clock_map.png
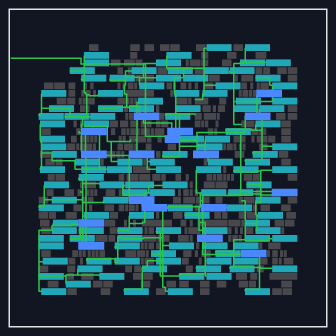
gate_families.png
The bar under the picture is 20 µm long.
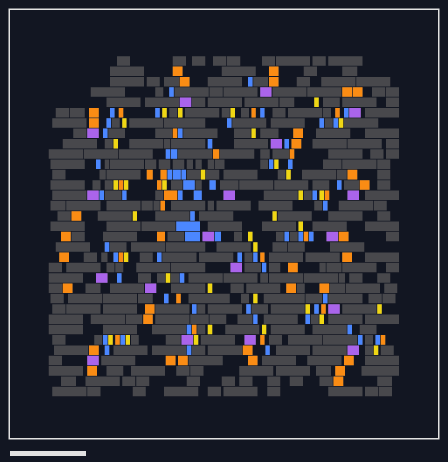
drive_strength.png
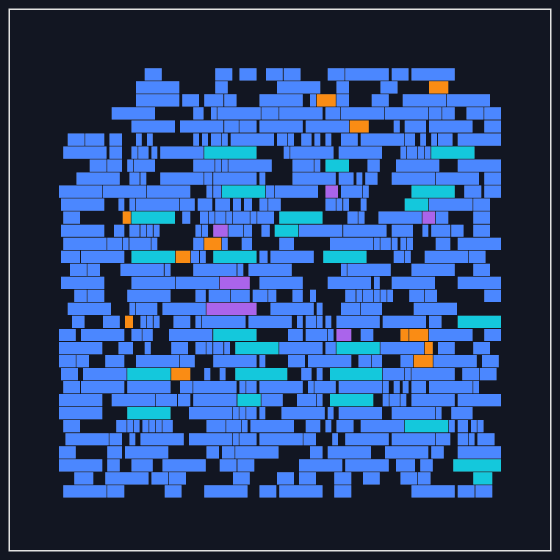
met3.png
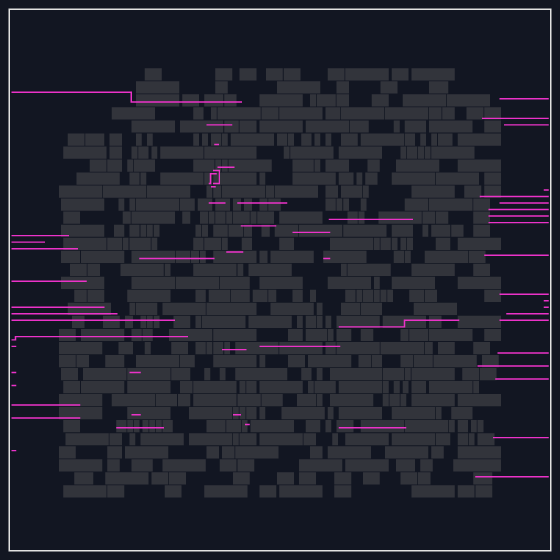
File: config.mk
export PLATFORM = sky130hd
export DESIGN_NAME = gpio_debounce
export DESIGN_NICKNAME = d
export VERILOG_FILES = /design/src/rtl/gpio_debounce.sv
export SDC_FILE = /design/constraint.sdc
export NUM_CORES = 1
export LEC_CHECK = 0
export CORE_MARGIN = 10
export CORE_UTILIZATION = 59
export CTS_CLUSTER_SIZE = 14
export DETAILED_ROUTE_END_ITERATION = 7
export GPL_TIMING_DRIVEN = 0
export PLACE_DENSITY_LB_ADDON = 0.05
export REMOVE_ABC_BUFFERS = 1
export SLEW_MARGIN = 20
export SYNTH_ARGS = -nofsm -noshare
export SYNTH_HDL_FRONTEND = slang
export SYNTH_SLANG_ARGS = --single-unit
export TNS_END_PERCENT = 50
File: constraint.sdc
create_clock -name i_clk -period 3.5 [get_ports i_clk]
set_input_delay 0.7 -clock i_clk [delete_from_list [all_inputs] [get_ports i_clk]]
set_output_delay 0.7 -clock i_clk [all_outputs]
set_load 0.005 [all_outputs]
File: src/rtl/gpio_debounce.sv
// GPIO input conditioner: two-flop synchronizer, shared sample prescaler and per-bit
// stability counters that accept a level only after NSTABLE consecutive differing ticks.
module gpio_debounce #(
    parameter int unsigned     NIN         = 16,
    parameter int unsigned     DIVIDER     = 1000,
    parameter int unsigned     NSTABLE     = 4,
    parameter logic [NIN-1:0]  RESET_VALUE = '0
) (
    input  logic            i_clk,
    input  logic            i_reset_n,
    input  logic [NIN-1:0]  i_gpio_raw,
    output logic [NIN-1:0]  o_gpio,
    output logic [NIN-1:0]  o_rise,
    output logic [NIN-1:0]  o_fall,
    output logic            o_tick
);

    localparam int unsigned PW = (DIVIDER > 1) ? $clog2(DIVIDER) : 1;
    localparam int unsigned CW = (NSTABLE > 1) ? $clog2(NSTABLE) : 1;
    localparam logic [PW-1:0] PRE_MAX = PW'(DIVIDER - 1);
    localparam logic [CW-1:0] CNT_MAX = CW'(NSTABLE - 1);

    logic [NIN-1:0] s1_q;
    logic [NIN-1:0] s2_q;
    logic [PW-1:0]  pre_q;
    logic           tick_q;

    always_ff @(posedge i_clk or negedge i_reset_n) begin
        if (!i_reset_n) begin
            s1_q <= RESET_VALUE;
            s2_q <= RESET_VALUE;
        end else begin
            s1_q <= i_gpio_raw;
            s2_q <= s1_q;
        end
    end

    // Registered tick: visible during the cycle after the wrap, and it gates the counters
    // on the following edge.
    always_ff @(posedge i_clk or negedge i_reset_n) begin
        if (!i_reset_n) begin
            pre_q  <= '0;
            tick_q <= 1'b0;
        end else if (pre_q == PRE_MAX) begin
            pre_q  <= '0;
            tick_q <= 1'b1;
        end else begin
            pre_q  <= pre_q + PW'(1);
            tick_q <= 1'b0;
        end
    end

    assign o_tick = tick_q;

    for (genvar i = 0; i < NIN; i++) begin : g_bit
        logic [CW-1:0] cnt_q;
        logic          lvl_q;
        logic          rise_q;
        logic          fall_q;
        logic          differ;
        logic          done;

        always_comb begin
            differ = s2_q[i] != lvl_q;
            done   = differ && (cnt_q == CNT_MAX);
        end

        always_ff @(posedge i_clk or negedge i_reset_n) begin
            if (!i_reset_n) begin
                cnt_q  <= '0;
                lvl_q  <= RESET_VALUE[i];
                rise_q <= 1'b0;
                fall_q <= 1'b0;
            end else begin
                rise_q <= 1'b0;
                fall_q <= 1'b0;
                if (tick_q) begin
                    if (!differ) begin
                        cnt_q <= '0;
                    end else if (done) begin
                        cnt_q  <= '0;
                        lvl_q  <= s2_q[i];
                        rise_q <= s2_q[i];
                        fall_q <= ~s2_q[i];
                    end else begin
                        cnt_q <= cnt_q + CW'(1);
                    end
                end
            end
        end

        assign o_gpio[i] = lvl_q;
        assign o_rise[i] = rise_q;
        assign o_fall[i] = fall_q;
    end

endmodule

==> metrics.log <==
[metrics] run summary
[metrics] Critical Path Max Stage Delay: 0.91 ns
[metrics] number of max-slew violations in the final report: 0
[metrics] clock tree from TritonCTS: done
[metrics] synthesized flop and latch total: 123
[metrics] unique cell type count in the Yosys netlist: 31
[metrics] Setup violations, final: 0
[metrics] cell at the root of the clock tree: clkbuf_8
[metrics] wire length of the first global-routing pass: 14,100 µm
[metrics] cts bufs inserted: 17
[metrics] P_leak: 2.65 nW
[metrics] power spent charging and discharging nets: 0.651 mW
[metrics] Port Buffer Count: 66
[metrics] register area share after synthesis: 60.7%
[metrics] mean instance size in the synthesized netlist: 11.8 µm²
[metrics] count of H-tree levels built during CTS: 4
[metrics] total number of yosys warnings: 0
[metrics] count of nets left with antenna violations after detail routing: 0
[metrics] Post-layout nets: 493
[metrics] clk sinks: 123
[metrics] number of I/O pins: 67
[metrics] internal power component: 2.61 mW
[metrics] dominant logic cell types in the final layout: dfrtp_1 (122), clkdlybuf4s50_1 (65), nand2_1 (54)
[metrics] via count normalized by instance count: 5.16
[metrics] portion of total power attributed to the clock network: 53.4%
[metrics] tally of non-filler cells in the final layout: 576
[metrics] RSZ-0062 raised after global routing: false
[metrics] hold-fix buffers at CTS: 0
[metrics] Max Clock Freq: 360 MHz
[metrics] final number of hold-violating endpoints: 0
[metrics] clock insertion delay at the later pin of the skew report: 0.51 ns
[metrics] number of global-route vias before repair: 3,080
[metrics] result of the run: complete, no violations
[metrics] clock period minus final worst setup slack: 2.77 ns
[metrics] first-iteration detailed-routing DRC count: 97
[metrics] die span in y: 113 µm
[metrics] CP top delay family: flip-flops
[metrics] largest voltage drop on the vdd net: 0.366 mV
[metrics] CP Data Arrival Time: 2.07 ns
[metrics] count of tool warnings: 25
[metrics] count of antenna diodes in the layout: 0
[metrics] dominant register cell: dfrtp_1
[metrics] minimum setup slack in the final design: 0.726 ns
[metrics] area of the core region: 8300 µm²
[metrics] critical path cell sequence: clkdlybuf4s50_1
[metrics] Site Rows: 33
[metrics] antenna violations before repair: 0
[metrics] placed cells: 544
[metrics] via count: 2,975
Back to the opening pictures, clock_map.png:
legend:
  clock wires:
    color: green
    length: 1,470 µm
  cells driving clock nets:
    color: blue
    count: 17
  flip-flops:
    color: cyan
    count: 123
routed clock nets: 18

Back to the opening pictures, gate_families.png:
legend:
  XOR/XNOR gates:
    color: purple
    cells: 18
  NAND gates:
    color: blue
    cells: 62
  NOR gates:
    color: orange
    cells: 55
  inverters:
    color: yellow
    cells: 34

Back to the opening pictures, drive_strength.png:
legend:
  drive 3 to 4:
    color: purple
    cells: 6
    share: 1.3%
  drive 6 and up:
    color: cyan
    cells: 25
    share: 5.3%
  drive 2:
    color: orange
    cells: 12
    share: 2.5%
  drive 1 or less:
    color: blue
    cells: 428
    share: 91%
non-clock buffer count in the final layout: 67
growth of design area from synthesis to finish: 20.1%
final instance area: 6090 µm²

Back to the opening pictures, met3.png:
main direction: horizontal
share of all routed wire: 7.4%

[path summary, 6_finish.rpt]
| kind | start | cells past startpoint | to | slack, ns |
|---|---|---|---|---|
| max | o_tick$_DFF_PN0_ | 1 | o_tick | 0.73 |
| min | i_reset_n | 1 | g_bit[4].cnt_q[0]$_DFFE_PN0P_ | 0.13 |
| max reg2reg | o_tick$_DFF_PN0_ | 2 | g_bit[5].lvl_q$_DFFE_PN0P_ | 1.84 |
| min reg2reg | s1_q[0]$_DFF_PN0_ | 0 | s2_q[0]$_DFF_PN0_ | 0.34 |
| max in group asynchronous | i_reset_n | 2 | o_tick$_DFF_PN0_ | 2.66 |
| min in group i_clk | s1_q[0]$_DFF_PN0_ | 0 | s2_q[0]$_DFF_PN0_ | 0.34 |
[power groups by stage]
| stage | Clock (mW) | Sequential, mW | Combinational [mW] |
|---|---|---|---|
| after global routing | 1.84 | 1.46 | 0.0710 |
| after detailed placement | 0 | 1.48 | 0.0654 |
| after global placement | 0 | 1.48 | 0.0610 |
| after floorplan | 0 | 1.48 | 0.0137 |
| final | 1.74 | 1.46 | 0.0628 |
| after CTS | 1.77 | 1.46 | 0.0659 |
[final cells by class]
| cell class | instances | area (µm²) | share of cell area (%) |
|---|---|---|---|
| inverters | 34 | 128 | 2.09 |
| clock inverters | 11 | 143 | 2.34 |
| well taps | 105 | 131 | 2.16 |
| multi-input cells | 215 | 1460 | 24.0 |
| clock buffers | 21 | 459 | 7.54 |
| flip-flops and latches | 123 | 3080 | 50.6 |
| repair buffers | 67 | 689 | 11.3 |
[routing by layer]
layer / global-route usage [%] / wire [µm]
met1: 15.1 / 3400
met2: 21.7 / 4020
met3: 5.97 / 599
met4: 5.84 / 112
met5: 0 / 0
[Yosys cell counts, types with 2 or more instances]
library cell / n
o21ai_0: 5
buf_4: 48
nor2_1: 18
xnor2_1: 17
ha_1: 17
nand2_1: 54
inv_1: 34
mux2_2: 6
nor3_1: 3
buf_2: 9
nand4_1: 2
dfrtp_1: 123
mux2_1: 10
nor3b_1: 32
nand3_1: 3
o22ai_1: 32
o22a_1: 2
[per-stage QoR]
| step | hold slack, ns | setup TNS (ns) | instance area [µm²] | utilization, % | total power [mW] |
|---|---|---|---|---|---|
| after floorplan | 0.331 | 0 | 4670 | - | 1.49 |
| after global placement | 0.334 | -351.68 | 5460 | 65.8 | 1.54 |
| after detailed placement | 0.336 | 0 | 5490 | 66.2 | 1.55 |
| after CTS | 0.137 | 0 | 6090 | 73.4 | 3.29 |
| after global routing | 0.153 | 0 | 6090 | 73.4 | 3.37 |
| final | 0.132 | 0 | 6090 | 73.4 | 3.26 |
[flip-flops by register name, indices dropped and copies added (netlist names)]
register,cells
o_tick,1
g_bit.rise_q,16
g_bit.lvl_q,16
pre_q,10
g_bit.cnt_q,32
g_bit.fall_q,16
s1_q,16
s2_q,16
[logic make-up (layout without fill, tap and decap cells)]
group / count (synthesis) / count (layout) / synth area share, %
buf+inv: 91 / 133 / 10.5
fa+ha+maj: 17 / 17 / 4.19
compound gates: 45 / 45 / 5.67
flops: 123 / 123 / 60.7
xor+xnor: 18 / 18 / 3.11
simple gates: 118 / 118 / 12.1
mux: 17 / 17 / 3.75
Power and IR drop assume default switching activity.
